==> src/rtl/pc_sequencer.sv <==
// rtl/pc_sequencer.sv - PC sequencer: step/branch/call/ret command FSM with return-address stack
module pc_sequencer #(
    parameter int DEPTH = 4
) (
    input  logic        clk,
    input  logic        reset,
    input  logic        run,
    input  logic [11:0] pc,
    input  logic        step,
    input  logic        branch,
    input  logic        call,
    input  logic        ret,
    input  logic [11:0] target,
    output logic        pc_load,
    output logic        pc_enable,
    output logic [11:0] pc_value,
    output logic        stack_empty,
    output logic        stack_full,
    output logic        err
);

    localparam int DW = $clog2(DEPTH + 1);
    localparam int AW = $clog2(DEPTH);

    typedef enum logic [1:0] {IDLE, RUN, FAULT} state_e;

    state_e        state_q, state_d;
    logic          load_q, load_d;
    logic          enable_q, enable_d;
    logic [11:0]   value_q, value_d;
    logic          err_q, err_d;
    logic [DW-1:0] depth_q, depth_d;
    logic          push;
    logic [11:0]   stack_q [DEPTH];
    logic [AW-1:0] top_idx;
    logic [AW-1:0] push_idx;

    assign top_idx     = AW'(depth_q - DW'(1));
    assign push_idx    = AW'(depth_q);
    assign stack_empty = (depth_q == '0);
    assign stack_full  = (depth_q == DW'(DEPTH));
    assign pc_load     = load_q;
    assign pc_enable   = enable_q;
    assign pc_value    = value_q;
    assign err         = err_q;

    always_comb begin
        state_d  = state_q;
        load_d   = 1'b0;
        enable_d = 1'b0;
        value_d  = value_q;
        err_d    = err_q;
        depth_d  = depth_q;
        push     = 1'b0;
        case (state_q)
            IDLE: begin
                if (run) state_d = RUN;
            end
            RUN: begin
                // One command per cycle; ret > call > branch > step, losers are dropped.
                if (!run) begin
                    state_d = IDLE;
                end else if (ret) begin
                    if (stack_empty) begin
                        err_d   = 1'b1;
                        state_d = FAULT;
                    end else begin
                        depth_d = depth_q - DW'(1);
                        load_d  = 1'b1;
                        value_d = stack_q[top_idx];
                    end
                end else if (call) begin
                    if (stack_full) begin
                        err_d   = 1'b1;
                        state_d = FAULT;
                    end else begin
                        push    = 1'b1;
                        depth_d = depth_q + DW'(1);
                        load_d  = 1'b1;
                        value_d = target;
                    end
                end else if (branch) begin
                    load_d  = 1'b1;
                    value_d = target;
                end else if (step) begin
                    enable_d = 1'b1;
                end
            end
            default: begin
                state_d = FAULT;
            end
        endcase
    end

    always_ff @(posedge clk or negedge reset) begin
        if (!reset) begin
            state_q  <= IDLE;
            load_q   <= 1'b0;
            enable_q <= 1'b0;
            value_q  <= 12'h000;
            err_q    <= 1'b0;
            depth_q  <= '0;
        end else begin
            state_q  <= state_d;
            load_q   <= load_d;
            enable_q <= enable_d;
            value_q  <= value_d;
            err_q    <= err_d;
            depth_q  <= depth_d;
        end
    end

    // Contents are left alone on reset; a zero depth makes them unreachable.
    always_ff @(posedge clk) begin
        if (push) stack_q[push_idx] <= pc + 12'd1;
    end

endmodule

==> config.mk <==
export PLATFORM = sky130hd
export DESIGN_NAME = pc_sequencer
export DESIGN_NICKNAME = d
export VERILOG_FILES = /design/src/rtl/pc_sequencer.sv
export SDC_FILE = /design/constraint.sdc
export NUM_CORES = 1
export LEC_CHECK = 0
export CORE_UTILIZATION = 23
export DETAILED_ROUTE_END_ITERATION = 8
export PLACE_DENSITY = 0.39
export SLEW_MARGIN = 20
export SYNTH_ARGS = -nofsm -noshare
export SYNTH_HDL_FRONTEND = slang
export SYNTH_SLANG_ARGS = --single-unit
export TNS_END_PERCENT = 1
==> constraint.sdc <==
create_clock -name clk -period 3.22 [get_ports clk]
set_clock_uncertainty 0.2 [all_clocks]
set_input_delay 0.805 -clock clk [delete_from_list [all_inputs] [get_ports clk]]
set_output_delay 0.805 -clock clk [all_outputs]
set_load 0.02 [all_outputs]
==> qor.yml <==
dieArea_mm2: 0.0141
ctsHoldBuffers: 0
fin_ws_ps: 229
syn_to_final_growth_pct: 30.9
dr.pass1.iters: 4
reg2regPathDepth: 6
path_class: "reg -> out"
clk_latency_ps: 320
rsz0062_at_grt: "false"
cts_root_buf: "clkbuf_16"
cts_tree: "built"
async_reset_ff_share_pct: 29.4
core_mm2: 0.0132
grt_overflow: 0
antenna_found_initial: 0
edf_count: 48
timing.hold.ws_ps: 259
area_leaders: "edfxtp_1 (46%), dfrtp_1 (16%), mux2_2 (5.4%)"
fin_crit_sh_pct: 92.9
gp_routability_congestion: 0.671
drt-initial-drc-count: 59
cts-resized-gates: 0
crit_arrival_ps: 1990
synth_cell_type_count: 33
ir_drop_v: 0.000257
flop_cell: "edfxtp_1"
worst_hold_path.endpoint: "err"
syn-cell-area_mm2: 0.00313
fin_util_pct: 30.9
flop_area_mm2: 0.00194
antenna_cells: 0
hp-start: "err"
first_global_vias: 1836
warnings: 30
drc_errors: 0
cp.required_ps: 2210
status: "completed"
fp_util_pct: 23.6
synth_area_leader_cell: "edfxtp_1"
nNetsFinal: 313
portBuffers: 47
period_needed_ps: 2990
drive_above_1_share_pct: 17.8
lay_top_count: "edfxtp_1"
grt_max_degree: 28
fill_cells: 1371
grt_pass1_wl_um: 10700
hold_path_depth: 1
p_leak_nw: 1.56
-- how the worst max path moves through the flow --
stage	from	to	slack, ps
2_1_floorplan	depth_q[0]	stack_q[0][0]	580
3_3_place_gp	pc[0]	stack_q[0][6]	330
3_5_place_dp	pc[0]	stack_q[0][6]	290
4_1_cts	depth_q[1]	stack_empty	210
5_1_grt	depth_q[1]	stack_empty	140
6_report	depth_q[1]	stack_empty	230
-- worst max-delay path: stages (launching register included) --
cell and delay (ps):
dfrtp_1 410, inv_1 150, ha_1 240, nor2b_2 240
clkdlybuf4s50_1 630
-- where the power goes --
part	internal, mW	total [mW]	switching, mW
clock	0.596	0.952	0.356
combinational	0.485	0.950	0.464
sequential	1.06	1.15	0.0837
-- kinds of logic (layout without fill, tap and decap cells) --
| group | Yosys count | count (layout) | synth area share [%] |
|---|---|---|---|
| flip-flops | 68 | 68 | 62.1 |
| buffers and inverters | 26 | 89 | 4.40 |
| AND/OR/NAND/NOR | 46 | 46 | 7.48 |
| adder cells (fa/ha/maj) | 6 | 6 | 2.40 |
| AND-OR/OR-AND | 22 | 22 | 6.12 |
| XOR/XNOR | 12 | 12 | 3.36 |
| multiplexers | 38 | 38 | 14.2 |
-- per-layer routing --
metal  wire [µm]  up-vias  track usage (%)  share of wire (%)
met2        3090       37             15.6                 44
met3         185        9             1.93                2.7
met1        3580      903             14.4                 51
met4         112        0             4.98                1.6
met5           0        -                0                  0
li1            -      907                -                  -
-- area by class of cell --
type | count | share of cell area [%]
inverter | 18 | 1.65
multi-input combinational | 124 | 25.6
sequential | 68 | 47.4
tap | 176 | 5.38
clock buffer | 11 | 5.68
timing repair buffer | 55 | 13.0
clock inverter | 5 | 1.31
-- cell usage after synthesis, types with 6 or more instances --
master / n
dfrtp_1: 20
nand2_1: 18
nor2_1: 6
xnor2_1: 8
mux2_2: 15
mux2_4: 9
inv_1: 18
mux2i_1: 14
ha_1: 6
o221ai_1: 12
edfxtp_1: 48
-- sequential cells by signal (all words and copies together) (netlist names) --
signal,cells
depth_q,3
err,1
pc_enable,1
pc_load,1
pc_value,12
stack_q,48
state_q,2
-- per-stage QoR --
step / total power, mW / std cells / instance area (µm²)
6_report: 3.05 / 457 / 4100
2_1_floorplan: 1.79 / 218 / 3130
3_3_place_gp: 2.13 / 441 / 3810
5_1_grt: 3.20 / 457 / 4100
4_1_cts: 3.09 / 457 / 4100
3_5_place_dp: 2.13 / 441 / 3810
Fig. 1: met1 routing
Supply wires on this layer in gray.
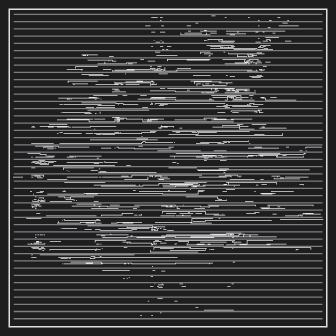
share of all routed wire: 51%
longest straight run: 42.3 µm
main direction: horizontal
wire length on this layer: 3580 µm
nets with wire on the layer: 277
routed vias: 1856
GR Layer Usage met1: 14.4%

Fig. 2: clock nets
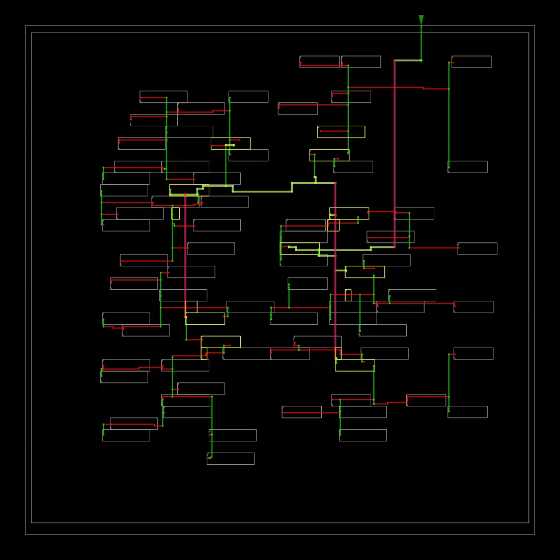
# clock sinks: 68
Num CTS Buffers: 9
Clock buffer cells: 11
Clock net power: 0.952 mW

Fig. 3: signal metal coverage by tile
The bar under the picture is 20 µm long. The die is cut into 24 by 24 equal tiles; dark purple is low, yellow is high, scaled to the fullest tile. Values are wire area over tile area, all layers added.
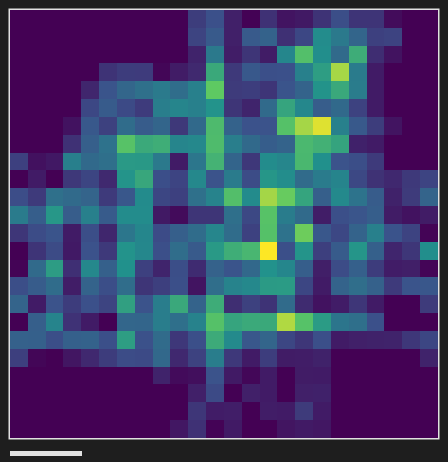
densest ninth of the die: center
mean over tiles: 0.075
tiles over half the peak: 10%
nearly empty tiles: 28%
fullest tile: 0.35
drt total wl: 6970 µm
routed len/inst: 15.2 µm
Overall Global Routing Usage: 10.4%

Fig. 4: M3 wires
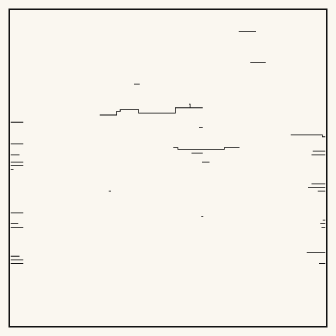
wire length on this layer: 186 µm
main direction: horizontal
longest straight run: 17.5 µm
share of all routed wire: 2.7%
nets with wire on the layer: 26
met3 GRT Util: 1.93%

Fig. 5: the metal 2 layer
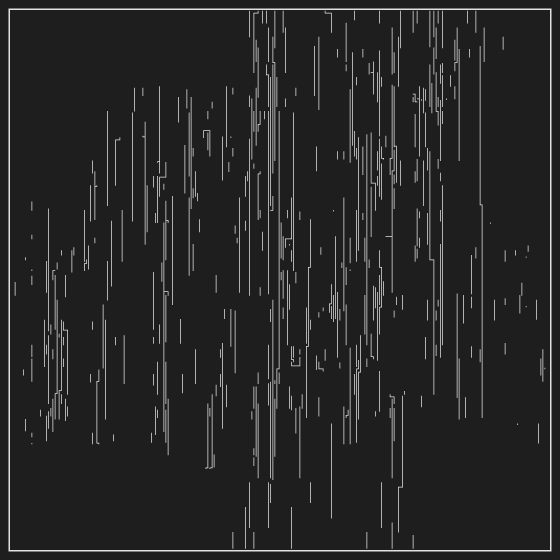
main direction: vertical
share of all routed wire: 44%
wire length on this layer: 3090 µm
nets with wire on the layer: 252
M2 GR Usage: 15.6%

Power is estimated from default activity; no workload was simulated.
